--- src/rtl/dll_code_ctrl.sv ---
// Lock controller for the coarse/fine delay line: bang-bang PD in, thermometer T/Tb and fine Q out.
// Latency: one clk_ref edge from a PD sample to new codes; next sample no sooner than SETTLE edges later.
// Backpressure: none; PD is only looked at when the settle counter is 0, otherwise ignored.
module dll_code_ctrl #(
    parameter int SETTLE     = 4,
    parameter int LOCK_CNT   = 8,
    parameter int UNLOCK_RUN = 16,
    parameter int Q_INIT     = 32,
    parameter int N_INIT     = 0
) (
    input  logic        clk_ref,
    input  logic        rst,
    input  logic        en,
    input  logic        pd_up,
    input  logic        pd_dn,
    output logic [15:0] T,
    output logic [15:0] Tb,
    output logic [9:0]  Q,
    output logic        coarse_done,
    output logic        locked,
    output logic        sat_err
);

    localparam int SW = (SETTLE > 1) ? $clog2(SETTLE) : 1;
    localparam int RW = $clog2(LOCK_CNT + 1);
    localparam int UW = $clog2(UNLOCK_RUN + 1);

    localparam logic [SW-1:0] SETTLE_LD = SW'(SETTLE - 1);
    localparam logic [RW-1:0] REV_LAST  = RW'(LOCK_CNT - 1);
    localparam logic [UW-1:0] RUN_LAST  = UW'(UNLOCK_RUN - 1);
    localparam logic [4:0]    N_RST     = 5'(N_INIT);
    localparam logic [5:0]    Q_RST     = 6'(Q_INIT);

    typedef enum logic [1:0] {
        IDLE,
        COARSE,
        FINE,
        LOCK
    } state_t;

    function automatic logic [15:0] therm(input logic [4:0] stages);
        logic [16:0] v;
        v = (17'd1 << stages) - 17'd1;
        return v[15:0];
    endfunction

    state_t          state, state_nxt;
    logic [4:0]      n_q, n_nxt;
    logic [5:0]      q_q, q_nxt;
    logic [SW-1:0]   settle_q, settle_nxt;
    logic [RW-1:0]   rev_q, rev_nxt;
    logic [UW-1:0]   run_q, run_nxt;
    logic            dir_q, dir_nxt;
    logic            dir_vld_q, dir_vld_nxt;
    logic            cd_nxt, lk_nxt, se_nxt;

    logic            up, dn, samp, reversal;
    logic [4:0]      fs_n;
    logic [5:0]      fs_q;
    logic            fs_sat;

    assign up       = pd_up & ~pd_dn;
    assign dn       = pd_dn & ~pd_up;
    assign samp     = (state != IDLE) && (settle_q == '0) && (up || dn);
    assign reversal = dir_vld_q && (up != dir_q);

    // Fine step with carry into / borrow from the coarse line at the Q range ends.
    always_comb begin
        fs_n   = n_q;
        fs_q   = q_q;
        fs_sat = 1'b0;
        if (up) begin
            if (q_q != 6'd63) begin
                fs_q = q_q + 6'd1;
            end else if (n_q != 5'd16) begin
                fs_n = n_q + 5'd1;
                fs_q = 6'd0;
            end else begin
                fs_sat = 1'b1;
            end
        end else if (dn) begin
            if (q_q != 6'd0) begin
                fs_q = q_q - 6'd1;
            end else if (n_q != 5'd0) begin
                fs_n = n_q - 5'd1;
                fs_q = 6'd63;
            end else begin
                fs_sat = 1'b1;
            end
        end
    end

    always_comb begin
        state_nxt   = state;
        n_nxt       = n_q;
        q_nxt       = q_q;
        settle_nxt  = (settle_q == '0) ? '0 : settle_q - 1'b1;
        rev_nxt     = rev_q;
        run_nxt     = run_q;
        dir_nxt     = dir_q;
        dir_vld_nxt = dir_vld_q;
        cd_nxt      = coarse_done;
        lk_nxt      = locked;
        se_nxt      = sat_err;

        case (state)
            IDLE: begin
                settle_nxt = SETTLE_LD;
                if (en) begin
                    state_nxt = COARSE;
                end
            end
            COARSE: begin
                if (samp) begin
                    if (up && n_q != 5'd16) begin
                        n_nxt = n_q + 5'd1;
                    end else begin
                        // A dn, or an up with the coarse line exhausted, hands over to fine tracking.
                        se_nxt    = sat_err | up;
                        state_nxt = FINE;
                        cd_nxt    = 1'b1;
                        q_nxt     = Q_RST;
                    end
                end
            end
            FINE: begin
                if (samp) begin
                    n_nxt   = fs_n;
                    q_nxt   = fs_q;
                    se_nxt  = sat_err | fs_sat;
                    rev_nxt = reversal ? rev_q + 1'b1 : '0;
                    if (reversal && rev_q == REV_LAST) begin
                        state_nxt = LOCK;
                        lk_nxt    = 1'b1;
                        rev_nxt   = '0;
                        run_nxt   = '0;
                    end
                end
            end
            LOCK: begin
                if (samp) begin
                    n_nxt   = fs_n;
                    q_nxt   = fs_q;
                    se_nxt  = sat_err | fs_sat;
                    run_nxt = reversal ? '0 : run_q + 1'b1;
                    if (!reversal && run_q == RUN_LAST) begin
                        state_nxt = FINE;
                        lk_nxt    = 1'b0;
                        rev_nxt   = '0;
                        run_nxt   = '0;
                    end
                end
            end
            default: state_nxt = IDLE;
        endcase

        if (samp) begin
            dir_nxt     = up;
            dir_vld_nxt = 1'b1;
            if (n_nxt != n_q || q_nxt != q_q) begin
                settle_nxt = SETTLE_LD;
            end
        end

        // Dropping en abandons the loop; only the saturation flag survives until rst.
        if (!en) begin
            state_nxt   = IDLE;
            n_nxt       = N_RST;
            q_nxt       = Q_RST;
            settle_nxt  = SETTLE_LD;
            rev_nxt     = '0;
            run_nxt     = '0;
            dir_nxt     = 1'b0;
            dir_vld_nxt = 1'b0;
            cd_nxt      = 1'b0;
            lk_nxt      = 1'b0;
        end
    end

    always_ff @(posedge clk_ref) begin
        if (rst) begin
            state       <= IDLE;
            n_q         <= N_RST;
            q_q         <= Q_RST;
            settle_q    <= SETTLE_LD;
            rev_q       <= '0;
            run_q       <= '0;
            dir_q       <= 1'b0;
            dir_vld_q   <= 1'b0;
            coarse_done <= 1'b0;
            locked      <= 1'b0;
            sat_err     <= 1'b0;
            T           <= therm(N_RST);
            Tb          <= ~therm(N_RST);
        end else begin
            state       <= state_nxt;
            n_q         <= n_nxt;
            q_q         <= q_nxt;
            settle_q    <= settle_nxt;
            rev_q       <= rev_nxt;
            run_q       <= run_nxt;
            dir_q       <= dir_nxt;
            dir_vld_q   <= dir_vld_nxt;
            coarse_done <= cd_nxt;
            locked      <= lk_nxt;
            sat_err     <= se_nxt;
            T           <= therm(n_nxt);
            Tb          <= ~therm(n_nxt);
        end
    end

    assign Q = {4'b0000, q_q};

endmodule

--- config.mk ---
export PLATFORM = sky130hd
export DESIGN_NAME = dll_code_ctrl
export DESIGN_NICKNAME = d
export VERILOG_FILES = /design/src/rtl/dll_code_ctrl.sv
export SDC_FILE = /design/constraint.sdc
export NUM_CORES = 1
export LEC_CHECK = 0
export ABC_AREA = 1
export CORE_MARGIN = 5
export CORE_UTILIZATION = 50
export CTS_CLUSTER_SIZE = 16
export DETAILED_ROUTE_END_ITERATION = 10
export HOLD_SLACK_MARGIN = 0.15
export PLACE_DENSITY = 0.75
export SYNTH_ARGS = -nofsm -noshare
export SYNTH_HDL_FRONTEND = slang
export SYNTH_SLANG_ARGS = --single-unit
--- constraint.sdc ---
create_clock -name clk_ref -period 2.7 [get_ports clk_ref]
set_clock_uncertainty 0.05 [all_clocks]
set_input_delay 0.27 -clock clk_ref [delete_from_list [all_inputs] [get_ports clk_ref]]
set_output_delay 0.27 -clock clk_ref [all_outputs]
set_load 0.02 [all_outputs]
Figure 1. Signal wires on met1 (run 1).
Cells faint in the background.
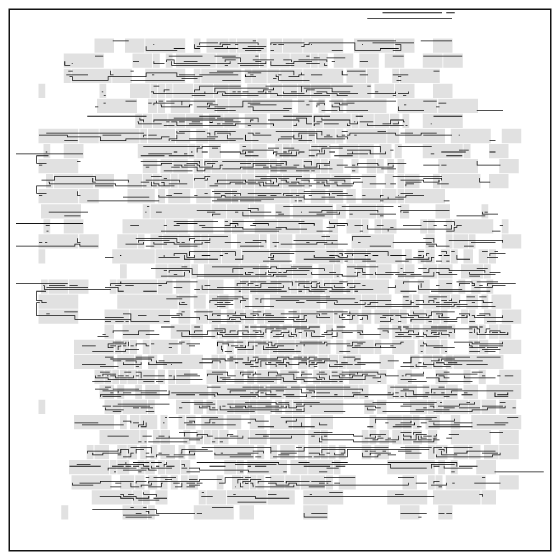
nets with wire on the layer: 623
share of all routed wire: 42%
longest straight run: 28.1 um
main direction: horizontal

Figure 2. Met2 routing (run 1).
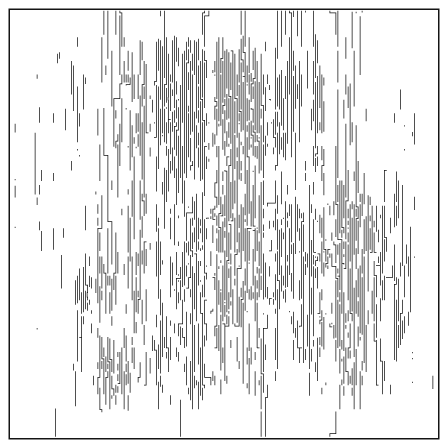
main direction: vertical
share of all routed wire: 48%
nets with wire on the layer: 572
wire length on this layer: 5530 um

Figure 3. Metal 4 (run 1).
Cells faint in the background.
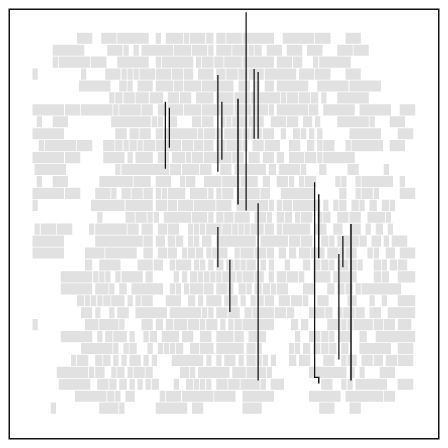
wire length on this layer: 345 um
main direction: vertical
longest straight run: 44.9 um
share of all routed wire: 3.0%
nets with wire on the layer: 15

==> deck_impl_summary.md, run 1 <==
Implementation Results

Power and ir drop
  • Logic pwr share: 18.7%
  • Power per Cell Area: 427 nW/um2
  • Switching pwr: 665 uW
  • Clock power share: 39.8%
  • Int Power: 1640 uW
  • Sequential fraction of design power: 41.5%
  • Sw frac: between 20% and 30%
  • Maximum vdd ir drop: 415 uV
  • Leak Pwr: between 0.002 and 0.0025 uW

Cells and area
  • Synth-to-Final Area Change: 40.6%
  • Fin area: ~5400 um2
  • Fillers: roughly 580
  • Top cells excl fill/tap: nand2_1, buf_4, dfxtp_1, inv_1, nor2_1
  • Sequential Area: between 1000 and 1500 um2
  • Ant. Diodes: 0
  • Multi-input logic area: roughly 2400 um2
  • Layout cells sized above 1: 34.5%
  • Nets: around 680
  • Final non-filler cell total: 766
  • Dominant logic cell type in the layout: nand2_1

Floorplan
  • Die width: 97.6 um
  • Chip Height: 97.6 um
  • Core box area: 7610 um2
  • Initial core utilization: around half
  • # rows: 32
  • Die area: 9520 um2
  • # IOs: 50

Setup path
  • Critical Path Sink Type: flip-flop
  • Crit path max-delay cell type: dfxtp_4
  • Crit Path Category: flip-flop to flip-flop
  • WP data required: 2860 ps
  • FF-to-FF setup slack: about 69 ps
  • Reg2Reg Depth: 17
  • Critical Path Fanout Max: 5
  • Worst r2r dst: Tb[6]
  • Most used cell, CP: nand3_2
  • CP Launch Point: q_q[1]
  • Worst setup endpoint: Tb[6]
  • Max incr delay on CP: between 300 and 400 ps
  • CP cell instances: ha_4 -> nand3_4 -> nor2_4 -> nand3_2 -> nand2_2 -> nand3_2 -> nand3_2 -> buf_4 -> nand2_4 -> nor2_2 -> nand3_2 -> nor2_4 -> nor2_4 -> inv_2 -> nor2_4 -> nand2_1 -> nand3_2
  • Critical path data arrival time: 2800 ps
  • Critical Path Start Type: flip-flop
  • R2r startpoint: q_q[1]

Logic synthesis
  • Mean post-synth cell area: 7.15 um2
  • Distinct lib cells: 42
  • Yosys stat area: roughly 3800 um2
  • Netlist Area Pre-Place: 3830 um2
  • Gate Count Post-Synth: between 500 and 600
  • Main area contributors: dfxtp_1, nand2_1, nand3_2
  • Post-synthesis async set-or-reset flop share: 0%
  • Yosys top cell by area: dfxtp_1
  • Area leader share: 31.9%
  • Synth flops: 61
  • Post-synth seq share: 31.9%
  • EDFF count, synth: 0
  • Warnings from Yosys: 0
  • # Cells Yosys: approximately 540
  • Most used flip-flop cell after synthesis: dfxtp_1

Routing
  • Initial DRC Count: about 370
  • DR vias/cell: between 5 and 6
  • Final wirelength: 11.4 mm
  • Post-route DRC: 0
  • Post-DR wirelength/cell: 14.9 um
  • Vias: 4113
  • First drt pass iteration count: 5
  • ANT nets after route: 0

Global route
  • Vias in the first global route: 3927
  • Largest net degree at the start of global routing: 17
  • Global-route wire length before repair: 17.8 mm
  • Initial antenna violation count: 0
  • Total track usage: 22.6%
  • Gr ovfl total: 0

Timing
  • Max_slew headroom: about three fifths
  • Cycle use final: between 90% and 100%
  • Setup WS post-layout: between 60 and 70 ps
  • Hold_ws: 406 ps
  • Count of final hold-check violations: 0
  • Maximum clock frequency: 0.380 GHz
  • Min Tclk post-route: 2630 ps
  • Worst slew pin tran: about 590 ps
  • Final setup violation count: 0
  • RSZ-0062 raised after global routing: true
  • Final Max Slew Viols: 0

Placed design
  • Placement Setup Slack: -452 ps
  • Placed Instance Area: 4890 um2
  • Final Wtd Congestion: 0.992
  • PortBufs: roughly 45
  • Final HPWL DP: about 8.1 mm
  • Placed Instances: 746

Min path
  • HP Class: flip-flop to flip-flop

Status
  • Status: completed

Clock network
  • Clk buf depth: 2
  • Worst-skew pair later-pin latency: about 360 ps
  • Root buf cell: clkbuf_8
  • Clock Pin Slew Worst Setup and Hold Paths: around 70 ps
  • Sink Count: 61
  • H-tree Lvls: 3
  • CTS buffer count: 9
  • # hold bufs at CTS: 0
  • CTS tree: done

Flow run
  • Number of logged tool warnings: 31
  • MaxCap Viol Count: 0
-- run 1: critical path, delay by kind of cell (launching register included) --
family,cells,cell delay [ps]
and+or+nand+nor,14,1690
adders and majority gates,1,150
DFF,1,390
buffers and inverters,2,210
-- run 1: power by group through the flow --
stage	Sequential (uW)	Clock [uW]	Combinational, uW
floorplan	1020	0	184
global placement	975	0	380
CTS	955	931	402
detailed placement	977	0	388
finish	954	916	431
global route	957	985	460
-- run 1: what timing repair did --
| item | CTS | global route |
|---|---|---|
| setup endpoints to repair | 11 | 26 |
| pin swaps | 16 | 25 |
| buffers inserted | 0 | 4 |
| gates resized | 22 | 52 |
-- run 1: stage by stage --
stage | util [%] | TNS, ps | power, uW
final | 70.9 | 0 | 2300
after global placement | 64.3 | -6600 | 1360
after detailed placement | 64.3 | -8410 | 1360
after global routing | 70.9 | -596 | 2400
after CTS | 68.2 | 0 | 2290
after floorplan | - | 0 | 1200
-- run 1: worst min path at each step --
stage	endpoint	slack, ps	depth (start not counted)	start
finish	locked	410	2	locked
global route	coarse_done	440	1	coarse_done
CTS	locked	410	2	locked
detailed placement	locked	400	2	locked
global placement	locked	390	2	locked
floorplan	dir_vld_q	390	1	dir_vld_q
-- run 1: state kept, by name (all words and copies together) (netlist names) --
register,cells
rev_q,4
state,2
run_q,5
dir_vld_q,1
locked,1
dir_q,1
T,16
sat_err,1
n_q,5
Tb,16
q_q,6
coarse_done,1
settle_q,2
-- run 1: Yosys cell counts, types with 10 or more instances --
| master | count |
|---|---|
| dfxtp_1 | 61 |
| nand3_1 | 41 |
| nor2_2 | 12 |
| nand3_2 | 26 |
| nand2_1 | 103 |
| nor2_1 | 60 |
| a21oi_1 | 21 |
| nand4_1 | 10 |
| o21ai_0 | 23 |
| inv_2 | 10 |
| nand2_2 | 13 |
| nor2_4 | 12 |
| inv_1 | 62 |
| ha_1 | 11 |
-- run 1: routing by layer --
layer / vias to the layer above / GRT usage [%] / wire length, um
met2: 208 / 38.5 / 5530
met5: - / 0 / 0
met3: 35 / 4.09 / 801
li1: 1983 / - / -
met4: 0 / 10.2 / 345
met1: 1887 / 27.7 / 4760
-- run 1: cell type report --
cell class / instances / area share (%)
tap: 102 / 2.37
multi-input combinational: 385 / 45.2
inverter: 75 / 5.48
timing repair buffer: 127 / 19.9
clock buffer: 9 / 2.30
clock inverter: 7 / 1.81
sequential: 61 / 22.9
-- run 1: cells by family (layout without fill, tap and decap cells) --
logic type / count (synthesis) / count (layout) / synth area share, %
AOI/OAI and AO/OA: 67 / 67 / 10.1
xor gates and xnor gates: 6 / 6 / 1.37
adders and majority gates: 11 / 11 / 3.59
buffers and inverters: 93 / 218 / 10.6
DFF: 61 / 61 / 31.9
other: 1 / 4 / 0.0978
and+or+nand+nor: 297 / 297 / 42.5
==> run 1 -> run 2 <==
- PLACE_DENSITY: 0.75 -> 0.79
- TNS_END_PERCENT: not set -> 20
Figure 4. Met2 routing (run 2).
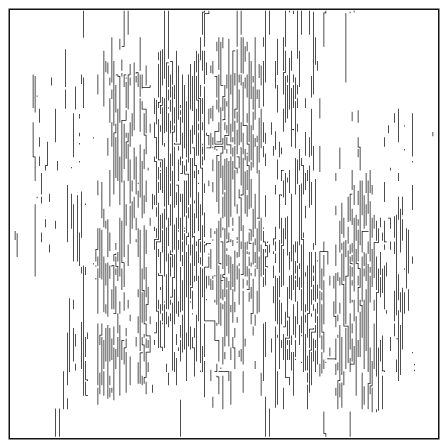
main direction: vertical
wire length on this layer: 5570 um
longest straight run: 30.1 um

Figure 5. Placement density heat map (run 2).
Scale bar: 20 um. 10 x 10 tiles, from dark blue (low) to red (high), 0 to 100% covered.
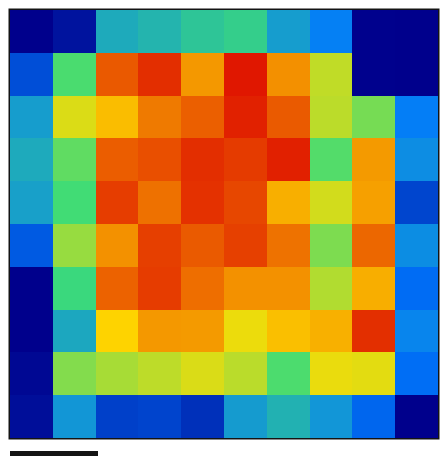
fullest tile: 97%
tiles over 75% full: 40%
densest ninth of the die: centre
nearly empty tiles: 9.0%

Figure 6. Metal 4 (run 2).
Cells faint in the background.
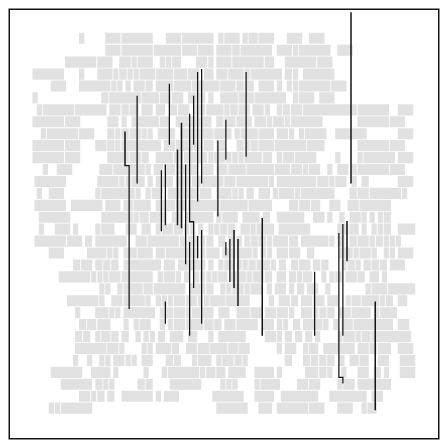
final wirelength: 11.9 mm
vias: 4248

==> run 2 against run 1 <==
Design area is 2.4% higher. Largest power group unchanged. Global-route usage hardly changed. Combinational power is 5.8% higher. Fmax is 0.47% lower. Synthesized cell count stayed put. Cell count is 1.8% higher. First-iteration DRC count is 23% higher. Critical path type unchanged. Clock-buffer cell count stayed put. Die size stayed put. Worst hold slack worse by 7.7 ps. Power is 3.1% lower. Largest cell class unchanged. Sequential power hardly changed.
==> deck_impl_summary.md, run 2 <==
Implementation Results

Timing
  • Max_slew headroom: 57.5% (-3.4 points)
  • Worst slew pin tran: 637 ps (+50.7 ps)
  • Hold_ws: 398 ps (-7.70 ps)
  • Final Max Slew Viols: 0 (unchanged)
  • Min Tclk post-route: 2640 ps (+12.5 ps)
  • RSZ-0062 raised after global routing: true
  • Count of final hold-check violations: 0 (unchanged)
  • Maximum clock frequency: 0.378 GHz (-0.47%)

Logic synthesis
  • Gate Count Post-Synth: 536 (unchanged)
  • EDFF count, synth: 0 (unchanged)
  • Synth top cells by count: nand2_1, inv_1, dfxtp_1, nor2_1, nand3_1
  • Post-synthesis async set-or-reset flop share: 0% (unchanged)
  • Most used flip-flop cell after synthesis: dfxtp_1
  • Main area contributors: dfxtp_1, nand2_1, nand3_2
  • Warnings from Yosys: 0 (unchanged)
  • Yosys stat area: 3830 um2 (unchanged)
  • Yosys top cell by area: dfxtp_1
  • Netlist Area Pre-Place: 3830 um2 (unchanged)
  • Synth flops: 61 (unchanged)
  • Mean post-synth cell area: 7.15 um2 (unchanged)
  • Distinct lib cells: 42 (unchanged)

Flow run
  • MaxCap Viol Count: 0 (unchanged)

Floorplan
  • # IOs: 50 (unchanged)
  • Initial core utilization: 50.4% (unchanged)
  • Chip Height: 97.6 um (unchanged)
  • # rows: 32 (unchanged)

Routing
  • Initial DRC Count: 459 (+23%)
  • DR vias/cell: 5.45 (+1.4%)
  • Post-DR wirelength/cell: 15.2 um (+2.1%)
  • Post-route DRC: 0 (unchanged)
  • ANT nets after route: 0 (unchanged)

Clock network
  • CTS buffer count: 9 (unchanged)
  • Clk buf depth: 2 (unchanged)
  • Worst-skew pair later-pin latency: 350 ps (about the same)
  • H-tree Lvls: 3 (unchanged)
  • Clock Pin Slew Worst Setup and Hold Paths: 70 ps (about the same)

Global route
  • Total track usage: 22.6% (about the same)
  • Initial antenna violation count: 0 (unchanged)
  • Largest net degree at the start of global routing: 19 (+2)
  • Global-route wire length before repair: 18.0 mm (+1.1%)
  • Vias in the first global route: 4023 (+2.4%)

Setup path
  • Reg2Reg Depth: 19 (+2)
  • Critical Path Fanout Max: 7 (+2)
  • CP delay by family, top: simple AND/OR/NAND/NOR gates
  • CP Depth: 19 (+2)
  • Max incr delay on CP: 370 ps (-20 ps)
  • Critical Path Sink Type: flip-flop
  • Crit path max-delay cell type: dfxtp_1
  • Crit Path Category: flip-flop to flip-flop

Power and ir drop
  • Leak Pwr: 0.00249 uW (+3.6%)

Cells and area
  • Layout cells sized above 1: 34.5% (about the same)
  • Dominant logic cell type in the layout: nand2_1
  • Top cells excl fill/tap: nand2_1, buf_4, inv_1
  • Synth-to-Final Area Change: 44.0%
  • Sequential Area: 1230 um2 (unchanged)
  • Largest registers: T: 16 flops, Tb: 16 flops, q_q: 6 flops
  • Multi-input logic area: 2460 um2 (+1.0%)
  • Fillers: 543 (-5.7%)

Min path
  • Hold Crit Depth: 2 (unchanged)
  • HP Class: flip-flop to flip-flop

Placed design
  • PortBufs: 45 (unchanged)
  • Final HPWL DP: 8.01 mm (-0.49%)
  • Final Wtd Congestion: 1.01 (+1.3%)

Status
  • Status: completed
[run 2: per-stage QoR]
step	total power (uW)	std cells	util, %	setup WS [ps]	cell area [um2]
detailed placement	1380	754	65.2	-436	4960
global placement	1370	754	65.2	-318	4960
global route	2320	780	72.6	-106	5520
finish	2230	780	72.6	56.2	5520
CTS	2200	772	69.0	19.4	5250
floorplan	1200	539	-	24.4	3840
[run 2: path summary, 6_finish.rpt]
kind / startpoint / to / slack [ps]
worst max-delay path: q_q[4] / T[12] / 60
worst min-delay path: locked / locked / 400
worst max register to register: q_q[4] / T[12] / 60
worst min register to register: locked / locked / 400
[run 2: final cells by class]
| cell class | count | share of cell area [%] |
|---|---|---|
| Sequential cell | 61 | 22.3 |
| Multi-Input combinational cell | 385 | 44.6 |
| Clock buffer | 9 | 2.24 |
| Tap cell | 102 | 2.31 |
| Timing Repair Buffer | 141 | 21.9 |
| Clock inverter | 7 | 1.31 |
| Inverter | 75 | 5.30 |
[run 2: kinds of logic (layout without fill, tap and decap cells)]
| kind of cell | after synthesis | count (layout) | share of synthesized area, % |
|---|---|---|---|
| DFF | 61 | 61 | 31.9 |
| AOI/OAI and AO/OA | 67 | 67 | 10.1 |
| buffers and inverters | 93 | 232 | 10.6 |
| other | 1 | 4 | 0.0978 |
| adders and majority gates | 11 | 11 | 3.59 |
| xor gates and xnor gates | 6 | 6 | 1.37 |
| and+or+nand+nor | 297 | 297 | 42.5 |
[run 2: tightest hold or removal path, cell delays in order, from the launching register on]
cell	delay [ps]
dfxtp_1	310
inv_1	50
a21oi_1	50
[run 2: layer usage]
metal  track usage [%]  vias up  part of all wire (%)
met5                 0        -                     0
li1                  -     2008                     -
met3              6.03       62                   7.4
met1              27.7     1959                    41
met4              7.77        0                   4.9
met2              38.3      219                    47
[run 2: what timing repair did]
item / in CTS / in global routing
resized: 22 / 50
hold buffers: 0 / 0
endpoints found under the setup margin: 12 / 28
pin swaps: 15 / 28
buffers inserted: 2 / 9
[run 2: report_power, final]
part           switching [uW]  internal, uW  total, uW
combinational             262           194        456
sequential               17.6           937        955
clock                     390           429        818
==> run 2 -> run 3 <==
- CORE_MARGIN: 5 -> not set
- SLEW_MARGIN: not set -> 20
Figure 7. Track usage over the die (run 3).
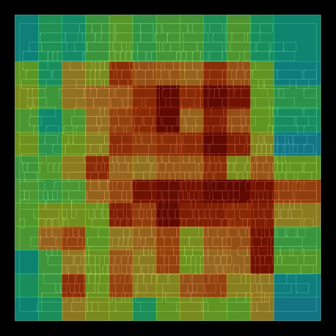
total track usage: 28.5%
GR Util met1: 36.8%
final core occ: 76.1%
Most Crowded Layer GR: met2

Figure 8. Metal 4 (run 3).
Cells faint in the background.
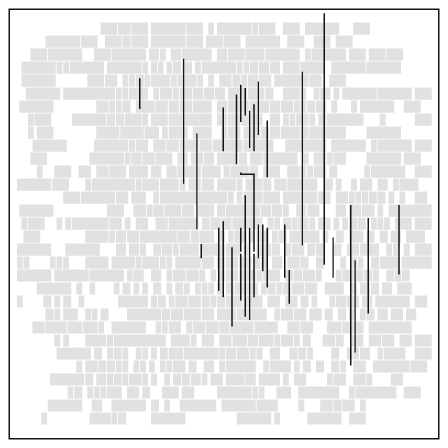
share of all routed wire: 4.1%
wire length on this layer: 490 um
longest straight run: 52.4 um
main direction: vertical
nets with wire on the layer: 32

Figure 9. Placement density heat map (run 3).
Scale bar: 20 um. 9 x 9 tiles, from dark blue (low) to red (high), 0 to 100% covered.
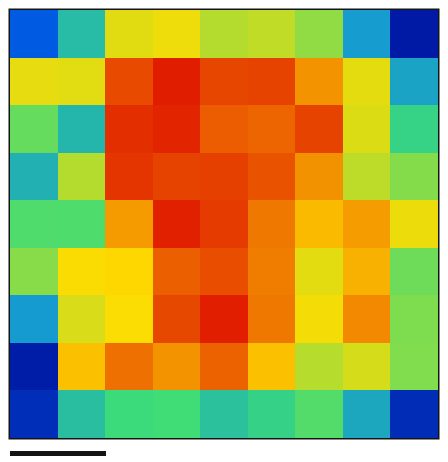
core box area: 7330 um2
initial core utilization: 52.3%

==> run 3 against run 2 <==
The run now ends with negative setup slack left. Clock-buffer cell count is 2 higher. Register-to-register slack worse by 70 ps. Sequential share of layout area is 0.15 points lower. Largest power group unchanged. Critical endpoint is now Tb[12]. Die size is 16% lower. Worst setup slack worse by 67 ps. Critical path type unchanged. Worst hold slack better by 2.8 ps.
==> deck_impl_summary.md, run 3 <==
Implementation Results

Routing
  • ANT nets after route: 0 (unchanged)
  • Met2 wire length: 5.71 mm (+2.5%)
  • Vias: 4294 (+1.1%)
  • Met1 wire length: 4.89 mm (+0.72%)
  • DR vias/cell: 5.52 (+1.3%)
  • Post-route DRC: 0 (unchanged)
  • Top sig layer: met4
  • Met3 WL: 824 um (-6.7%)
  • Final wirelength: 11.9 mm (+0.21%)
  • First drt pass iteration count: 8
  • Initial DRC Count: 507 (+10%)
  • Post-DR wirelength/cell: 15.3 um (+0.47%)

Floorplan
  • # IOs: 50 (unchanged)
  • Chip Height: 89.6 um (-8.2%)
  • Die area: 8020 um2
  • # rows: 31 (-3.1%)

Logic synthesis
  • Yosys top cell by area: dfxtp_1
  • Yosys stat area: 3830 um2 (unchanged)
  • Most used flip-flop cell after synthesis: dfxtp_1
  • XOR Share, Synth: 1.37% (unchanged)
  • Netlist Area Pre-Place: 3830 um2 (unchanged)
  • Top logic family: simple AND/OR/NAND/NOR gates
  • Post-synthesis async set-or-reset flop share: 0% (unchanged)
  • Post-Synth Simple-Gate Area: 42.5% (unchanged)
  • Main area contributors: dfxtp_1, nand2_1, nand3_2
  • Area fraction in mux cells: 0% (unchanged)
  • Synth flops: 61 (unchanged)
  • Yosys adder share: 3.59% (unchanged)
  • Aoi share: 10.1% (unchanged)
  • Mean post-synth cell area: 7.15 um2 (unchanged)
  • EDFF count, synth: 0 (unchanged)
  • Warnings from Yosys: 0 (unchanged)
  • Gate Count Post-Synth: 536 (unchanged)
  • Synth top cells by count: nand2_1, inv_1, dfxtp_1, nor2_1, nand3_1
  • Distinct lib cells: 42 (unchanged)

Clock network
  • # hold bufs at CTS: 0 (unchanged)
  • Root buf cell: clkbuf_8
  • Clk buf depth: 2 (unchanged)
  • H-tree Lvls: 3 (unchanged)
  • CTS buffer count: 9 (unchanged)
  • Clock Pin Slew Worst Setup and Hold Paths: 70 ps (about the same)
  • Worst-skew pair later-pin latency: 340 ps (about the same)

Setup path
  • CP delay by family, top: simple AND/OR/NAND/NOR gates
  • Reg2Reg Depth: 18 (-1)
  • CP cell instances: buf_4 -> ha_2 -> nand2_1 -> inv_2 -> nor2_2 -> nand4_1 -> nand3_1 -> nand2_1 -> clkinv_2 -> nand3_4 -> buf_12 -> buf_4 -> nand4_1 -> nand2_1 -> nor2_2 -> nand3_1 -> nand2_1 -> nand3_1
  • Buf/Inv on CP: 5
  • Critical Path Sink Type: flip-flop
  • Critical Path Fanout Max: 4 (-3)
  • Crit Path Category: flip-flop to flip-flop
  • R2r startpoint: n_q[0]
  • FF-to-FF setup slack: -10 ps (-70 ps)
  • Crit path max-delay cell type: dfxtp_1
  • Critical Path Start Type: flip-flop
  • Worst r2r dst: Tb[12]
  • Max incr delay on CP: 310 ps (-60 ps)

Cells and area
  • Top cells excl fill/tap: nand2_1, buf_4, inv_1
  • Largest registers: T: 16 flops, Tb: 16 flops, q_q: 6 flops
  • Dominant logic cell type in the layout: nand2_1
  • Layout cells sized above 1: 36.2% (+1.7 points)
  • Fillers: 522 (-3.9%)
  • Synth-to-Final Area Change: 45.6%

Power and ir drop
  • Switching pwr: 650 uW (-2.9%)
  • Int Power: 1670 uW (+7.2%)
  • Total power: 2320 uW (+4.2%)
  • Clock power share: 39.7% (+3.0 points)
  • Sw frac: 28.0% (-2.0 points)
  • Power per Cell Area: between 400 and 500 nW/um2
  • Leak Pwr: 0.00251 uW (+0.81%)
  • Sequential fraction of design power: 41.1% (-1.7 points)
  • Logic pwr share: 19.2% (-1.2 points)

Timing
  • Maximum clock frequency: 0.369 GHz (-2.5%)
  • Min Tclk post-route: 2710 ps (+67.1 ps)
  • Worst slew pin tran: 769 ps (+132 ps)
  • Final Max Slew Viols: 0 (unchanged)
  • RSZ-0062 raised after global routing: true
  • Final setup violation count: 1
  • Setup WS post-layout: -11.0 ps (-67.1 ps)
  • Max_slew headroom: 48.7% (-8.8 points)
  • Count of final hold-check violations: 0 (unchanged)

Placed design
  • PortBufs: 45 (unchanged)
  • Final Wtd Congestion: 1.01 (+0.40%)
  • Final HPWL DP: 7.92 mm (-1.1%)
  • Placement Setup Slack: -432 ps (+3.90 ps)

Flow run
  • MaxCap Viol Count: 0 (unchanged)

Min path
  • Hold endpoint: locked
  • Min-delay src: locked
  • HP Class: flip-flop to flip-flop
  • Hold Crit Depth: 2 (unchanged)

Status
  • Status: finished with violations
  • Failing checks: negative setup slack

Global route
  • Vias in the first global route: 3770 (-6.3%)
  • Largest net degree at the start of global routing: 21 (+2)
  • Initial antenna violation count: 0 (unchanged)
  • Global-route wire length before repair: 17.4 mm (-3.5%)
[run 3: cell types whose count changed in the layout (fill, tap and decap cells not counted), moves of 2 or more]
| cell | previous run | this run |
|---|---|---|
| clkinvlp_4 | 2 | 0 |
| dfxtp_1 | 56 | 52 |
| dfxtp_2 | 3 | 7 |
| nand2_1 | 96 | 93 |
| nand2_2 | 17 | 21 |
| nand2_4 | 4 | 2 |
| nand3_1 | 38 | 36 |
| nand3_2 | 22 | 24 |
| nor2_1 | 50 | 46 |
| nor2_2 | 11 | 15 |
| o21ai_2 | 2 | 0 |
[run 3: cell families after synthesis]
logic type	after synthesis
compound gates	67
xor+xnor	6
fa+ha+maj	11
buf+inv	93
flops	61
other cells	1
simple gates	297
[run 3: worst max-delay path by stage]
stage | depth (start not counted) | end | startpoint | slack (ps)
6_report | 18 | Tb[12] | n_q[0] | -10
5_1_grt | 17 | T[9] | n_q[0] | -130
4_1_cts | 19 | T[12] | q_q[0] | 3
3_5_place_dp | 20 | Tb[6] | pd_up | -430
3_3_place_gp | 22 | T[14] | pd_up | -330
2_1_floorplan | 19 | T[12] | q_q[1] | 20
[run 3: per-stage QoR]
step / hold WS, ps / instance area (um2) / cells / setup TNS (ps) / util [%]
after floorplan: 391 / 3840 / 539 / 0 / -
after global placement: 386 / 4910 / 745 / -6890 / 67.0
after detailed placement: 394 / 4910 / 745 / -9030 / 67.0
after CTS: 404 / 5260 / 768 / 0 / 71.8
after global routing: 436 / 5580 / 778 / -661 / 76.1
final: 401 / 5580 / 778 / -11.0 / 76.1
[run 3: area by class of cell]
class                   instances  area [um2]  share of cell area (%)
clock inverters                 5        82.6                    1.48
well taps                      99         124                    2.22
flip-flops and latches         61        1240                    22.2
repair buffers                142        1210                    21.6
multi-input cells             385        2490                    44.6
clock buffers                  11         141                    2.53
inverters                      75         300                    5.38
[run 3: worst reg2reg max path, stage by stage (launching register included)]
cell	delay (ps)
dfxtp_1	310
buf_4	150
ha_2	200
nand2_1	90
inv_2	50
nor2_2	160
nand4_1	120
nand3_1	120
nand2_1	100
clkinv_2	90
nand3_4	90
buf_12	170
buf_4	150
nand4_1	130
nand2_1	90
nor2_2	170
nand3_1	120
nand2_1	110
nand3_1	100
[run 3: per-layer routing]
layer,track usage [%],up-vias
li1,-,2011
met1,36.8,1981
met2,47.0,231
met3,4.34,71
met4,12.1,0
met5,0,-
[run 3: what timing repair did]
item | 4_1_cts | 5_1_grt
gates resized | 22 | 65
setup buffers | 7 | 10
gates cloned | 0 | 0
setup endpoints to repair | 14 | 29
endpoints found under the hold margin | 0 | 0
pin swaps | 14 | 36
[run 3: power by group through the flow]
stage	Sequential [uW]	Combinational (uW)	Clock [uW]
5_1_grt	959	475	982
3_3_place_gp	975	383	0
4_1_cts	956	411	937
6_report	956	446	921
2_1_floorplan	1020	184	0
3_5_place_dp	977	389	0
Power is estimated from default activity; no workload was simulated.
